### Routing congestion map

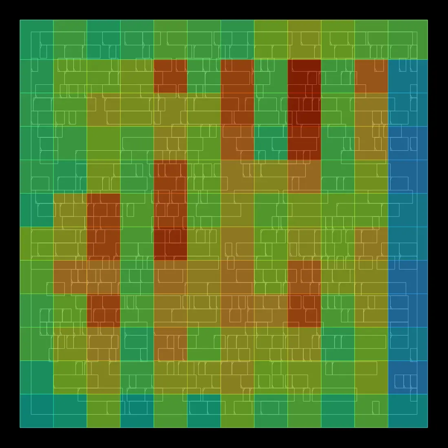
### Metal 1

The bar under the picture is 20 um long. Supply wires on this layer in grey.
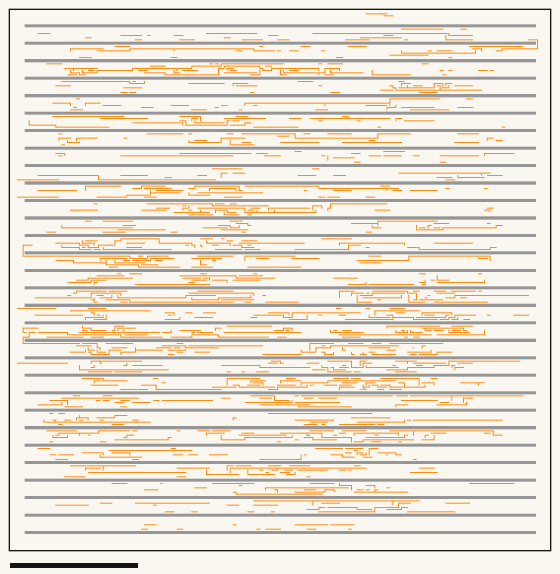
### Signal wires on met3

Cells faint in the background.
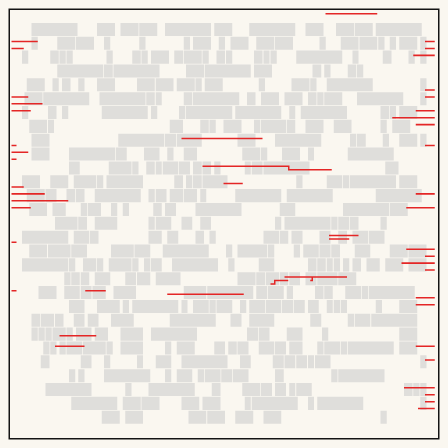
### Routed clock nets over the placement

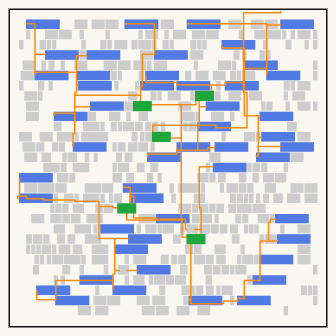
### The metal 2 layer

The bar under the picture is 20 um long.
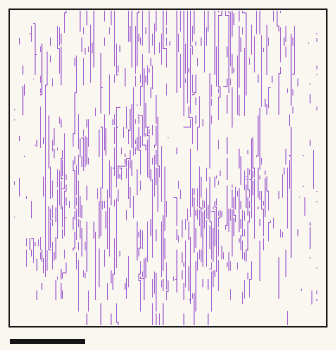
File: src/rtl/axi_aw_rand_driver.sv
// -----------------------------------------------------------------------------
// axi_aw_rand_driver
// Random AXI write-address generator for the crossbar testbench. Builds one AW
// request per LFSR word, advances the LFSR on every accepted AW, tracks
// outstanding writes through the B channel, throttles at MAX_OSTD and raises
// a sticky done once NB_REQ requests have been issued and all B responses
// have come back.
//
// Ports:
//   aclk, aresetn   clock, async active-low reset
//   srst            sync active-high reset (same effect as aresetn)
//   en              run enable, sampled in IDLE and LOAD
//   lfsr            random word from the upstream LFSR
//   lfsr_en         advance strobe to the LFSR (= AW handshake)
//   aw*             AXI write-address channel
//   bvalid/bready   AXI write-response handshake
//   ostd            writes accepted on AW but not yet answered on B
//   req_cnt         AW handshakes since reset
//   done            all requests issued and drained (sticky)
//   err             B response seen with nothing outstanding (sticky)
// -----------------------------------------------------------------------------
module axi_aw_rand_driver #(
  parameter int                  AXI_ADDR_W = 16,
  parameter int                  AXI_ID_W   = 8,
  parameter logic [AXI_ID_W-1:0] MST_ID     = 'h10,
  parameter int                  MAX_OSTD   = 4,
  parameter int                  NB_REQ     = 16
) (
  input  logic                  aclk,
  input  logic                  aresetn,
  input  logic                  srst,
  input  logic                  en,
  input  logic [31:0]           lfsr,
  output logic                  lfsr_en,
  output logic                  awvalid,
  input  logic                  awready,
  output logic [AXI_ADDR_W-1:0] awaddr,
  output logic [7:0]            awlen,
  output logic [AXI_ID_W-1:0]   awid,
  input  logic                  bvalid,
  output logic                  bready,
  output logic [7:0]            ostd,
  output logic [15:0]           req_cnt,
  output logic                  done,
  output logic                  err
);

  typedef enum logic [2:0] {
    S_IDLE,
    S_LOAD,
    S_ISSUE,
    S_THROTTLE,
    S_DRAIN,
    S_DONE
  } state_t;

  state_t      state;
  logic        aw_hs, b_hs, b_bad, b_ok;
  logic [7:0]  ostd_nxt;
  logic [15:0] req_nxt;
  logic        lfsr_unused;

  assign aw_hs   = awvalid & awready;
  assign b_hs    = bvalid & bready;
  // A B beat with nothing outstanding is flagged and otherwise dropped, so
  // the counter can never underflow.
  assign b_bad   = b_hs & (ostd == 8'd0);
  assign b_ok    = b_hs & ~b_bad;
  assign ostd_nxt = ostd + 8'(aw_hs) - 8'(b_ok);
  assign req_nxt  = req_cnt + 16'd1;

  // LFSR advances on the same edge the current word is consumed.
  assign lfsr_en = aw_hs;
  assign awid    = MST_ID;

  // Only part of the LFSR word feeds the request.
  assign lfsr_unused = ^lfsr;

  always_ff @(posedge aclk or negedge aresetn) begin
    if (!aresetn) begin
      state   <= S_IDLE;
      awvalid <= 1'b0;
      awaddr  <= '0;
      awlen   <= '0;
      bready  <= 1'b0;
      ostd    <= '0;
      req_cnt <= '0;
      done    <= 1'b0;
      err     <= 1'b0;
    end else if (srst) begin
      state   <= S_IDLE;
      awvalid <= 1'b0;
      awaddr  <= '0;
      awlen   <= '0;
      bready  <= 1'b0;
      ostd    <= '0;
      req_cnt <= '0;
      done    <= 1'b0;
      err     <= 1'b0;
    end else begin
      bready <= 1'b1;
      ostd   <= ostd_nxt;
      if (b_bad) err <= 1'b1;

      case (state)
        S_IDLE: begin
          if (en) state <= S_LOAD;
        end

        S_LOAD: begin
          if (!en) begin
            state <= S_IDLE;
          end else begin
            awaddr  <= {lfsr[AXI_ADDR_W-1:2], 2'b00};
            awlen   <= {4'h0, lfsr[31:28]};
            awvalid <= 1'b1;
            state   <= S_ISSUE;
          end
        end

        // Valid is held until accepted; en is deliberately ignored here.
        S_ISSUE: begin
          if (aw_hs) begin
            awvalid <= 1'b0;
            req_cnt <= req_nxt;
            if (req_nxt == 16'(NB_REQ))
              state <= S_DRAIN;
            else if (ostd_nxt == 8'(MAX_OSTD))
              state <= S_THROTTLE;
            else
              state <= S_LOAD;
          end
        end

        S_THROTTLE: begin
          if (ostd < 8'(MAX_OSTD)) state <= S_LOAD;
        end

        S_DRAIN: begin
          if (ostd == 8'd0) begin
            state <= S_DONE;
            done  <= 1'b1;
          end
        end

        S_DONE: begin
          done    <= 1'b1;
          awvalid <= 1'b0;
        end

        default: state <= S_IDLE;
      endcase
    end
  end

endmodule

File: config.mk
export PLATFORM = sky130hd
export DESIGN_NAME = axi_aw_rand_driver
export DESIGN_NICKNAME = d
export VERILOG_FILES = /design/src/rtl/axi_aw_rand_driver.sv
export SDC_FILE = /design/constraint.sdc
export NUM_CORES = 1
export LEC_CHECK = 0
export ABC_CLOCK_PERIOD_IN_PS = 3900
export CAP_MARGIN = 20
export CORE_MARGIN = 2
export CORE_UTILIZATION = 46
export CTS_CLUSTER_DIAMETER = 150
export DETAILED_ROUTE_END_ITERATION = 8
export PLACE_DENSITY_LB_ADDON = 0.08
export SYNTH_ARGS = -nofsm -noshare
export SYNTH_HDL_FRONTEND = slang
export SYNTH_SLANG_ARGS = --single-unit
File: constraint.sdc
create_clock -name aclk -period 3.9 [get_ports aclk]
set_clock_uncertainty 0.15 [all_clocks]
set_input_delay 0.585 -clock aclk [delete_from_list [all_inputs] [get_ports aclk]]
set_output_delay 0.585 -clock aclk [all_outputs]
set_load 0.01 [all_outputs]
==> results.txt <==
Physical design

The flow ran to the end, and the final reports show no timing, DRC or antenna violations. The report lists the cells along the critical path as inv_1 -> ha_1 -> nand4b_1 -> nor2_1 -> nor2_1 -> ha_1 -> inv_1 -> ha_1 -> fa_1 -> a211o_1 -> a31oi_1 -> o21bai_1 -> xnor2_1 -> nand4_1 -> o22ai_1. The via count normalized by instance count stands at roughly 5.2. Counting plain and timing-repair buffers in the layout gives about 72. The final core utilization stands at about 60%. In the synthesized netlist the dominant register cell turns out to be dfrtp_1.

The logs give a warning total of between 40 and 50. The number of standard-cell rows in the floorplan stands at 29. The largest net degree at the start of global routing stands at 35. OpenSTA lists the critical path startpoint as ostd[4]$_DFF_PN0_. The worst path in the final design needs a cycle of between 3000 and 4000 ps, including I/O delays and setup. The final critical path takes up 85.0% of the cycle. The number of DRC violations after detailed routing stands at 0.

Averaged over all synthesized cells, the footprint is approximately 8.6 um2. The area of all sequential standard cells stands at approximately 1200 um2. The height of the chip stands at about 84 um. Measured on the final layout, buffering overhead outside the clock network stands at a little under a fifth. The total grt overflow stands at 0. According to the cell report, the number of logic gates is roughly 260. Cells with a size suffix above 1 make up under 10% of the layout. The worst setup path is captured at a flip-flop. The dominant power group in this design is combinational logic. No sink is reached through more buffers than the 2 on the longest clock path. The area taken by multi-input combinational cells is reported as 1540 um2.

The XOR/XNOR share of the synthesized area stands at 6.54%. The count of maximum capacitance violations stands at 0. STA lists the maximum fanout along the critical path as 4. The number of buffers inserted for hold repair after clock tree synthesis stands at 0. The tap cell count stands at approximately 77. Gates resized during post-CTS repair numbered 0. Summed over all instances, the cell type with the most area after synthesis is dfrtp_1. The part of the total power dissipated in combinational logic stands at a little over two fifths. Detailed routing placed a total of between 200 and 250 um of wire on met3. The static leakage stands at around 0.0016 uW. The first global-routing pass estimated between 10 and 15 mm of wire. Per the layout area report, the sequential fraction of cell area is between 30 and 40%. Summed over all failing endpoints, the final setup total negative slack is 0 ps. Looking at the worst setup and hold paths, the clock pins of their registers show a slew of approximately 110 ps. For this design the ratio of total power to cell area is ~440 nW/um2. The register with the most flip-flops in the layout has 16 of them. The proportion of cell area spent on the clock network stands at 2.52%. TritonCTS built the clock tree. Internal power comes to 1020 uW. STA reports a reg2reg setup slack of just under 600 ps. After floorplanning, the core was sized to cover around 6300 um2. The clock buffer count stands at 5. The final weighted congestion recorded by global placement is roughly 0.88. The total combinational power stands at a little over 700 uW.

The count of TritonRoute iterations in the first routing pass stands at 4. Per the TritonCTS log, the buffer count is 5. Per the STA report, the cell with the highest stage delay on the worst path is fa_1.

The relative slew slack stands at ~51%. The total inserted antenna cells stands at 0. The largest registers in the layout are req_cnt (16), awaddr (14), ostd (8). The script extracted a net switching power of a little over 600 uW. The number of warnings reported in the yosys synthesis log stands at 0. The number of antenna-violating nets in the routed design stands at 0. By instance count after routing, the leading logic cell type is clkdlybuf4s50_1. The final count of pins violating max slew stands at 0.

The highest cell delay on the worst timing path stands at between 400 and 500 ps. The most numerous cell type found on the critical path is ha_1. In this run the top signal layer used is met4. The setup violation total in the final timing report stands at 0. Checking hold timing, the worst path is listed with class in -> async. The total cells reported by yosys after synthesis stands at about 340. The simple-gate area share of the yosys netlist stands at 23.9%. The number of distinct standard cells referenced by the synthesized netlist stands at ~48. For this run, global-route usage on met2 was measured as between 30% and 40%.

Leaving out fill and tap cells, the most frequent cells in the layout are 69 x clkdlybuf4s50_1, 55 x nand2_1, 49 x dfrtp_1. The clock network consumes a total of about 320 uW. Counting flops with an async set or reset pin after synthesis yields a share of 100%. After synthesis, flip-flops and latches occupy 41.6% of the total area.

The maximum achievable frequency stands at between 0.3 and 0.4 GHz. Of the total power, registers draw 37.2%. The number of antenna violations at the first check in global routing is 0. The fraction of the mapped netlist area in adder cells stands at about 6.6%.

The synthesis run identifies the leading combinational cell family as simple AND/OR/NAND/NOR gates. The multiplexer fraction of the synthesized cell area stands at less than 1%. Setup repair after global routing left no endpoint under its margin. The power in sequential cells stands at 607 uW.

The required arrival time at the worst endpoint stands at 3970 ps. The post-CTS setup repair buffer count stands at 0. The script reports the combined buffer and inverter count of the critical path as 2.
Notes on 'Routing congestion map' above:
routed length per placed instance: 13.7 um
global-route met1 utilization: 26.3%
most used routing layer in global routing: met2

Notes on 'Metal 1' above:
The layer holds 47% of the routed length. The wires run mostly horizontal. The layer carries 3070 um of wire. The longest straight run is 25.8 um.
total number of vias: 2516
total routed wirelength: 6.58 mm

Notes on 'Signal wires on met3' above:
The longest straight run is 16.8 um. The layer carries 233 um of wire.
GR met3 Demand/Resource: 3.17%

Notes on 'Routed clock nets over the placement' above:
clock wires: marked orange, length 662 um. flip-flops: marked blue, count 49. cells driving clock nets: marked green, count 5.
Position of the flops: spread over the die. There are 6 routed clock nets.
clock network fraction of total power: 19.5%
clock latency at the later pin of the worst-skew pair: 310 ps

Notes on 'The metal 2 layer' above:
The layer carries 3220 um of wire. 358 nets have wire on it. The layer holds 49% of the routed length. The wires run mostly vertical.

per-stage QoR:
step / area (um2) / setup WS, ps / hold slack, ps / instances / power [uW]
2_1_floorplan: 2990 / 942 / 139 / 354 / 1100
3_3_place_gp: 3620 / 613 / 325 / 473 / 1310
3_5_place_dp: 3620 / 566 / 344 / 473 / 1320
4_1_cts: 3720 / 549 / 137 / 481 / 1650
5_1_grt: 3720 / 342 / 163 / 481 / 1760
6_report: 3720 / 585 / 132 / 481 / 1630
cells in the mapped netlist, types with 5 or more instances:
library cell  number
a21oi_1           31
and2_1             5
and3_1             7
buf_4             14
clkbuf_1          11
dfrtp_1           49
ha_1              14
inv_1             14
nand2_1           55
nand3_1           12
nand4_1            6
nor2_1            35
nor2b_1            6
o22ai_1            5
or3_1              5
xnor2_1           12
xor2_1            10
Power and IR drop assume default switching activity.
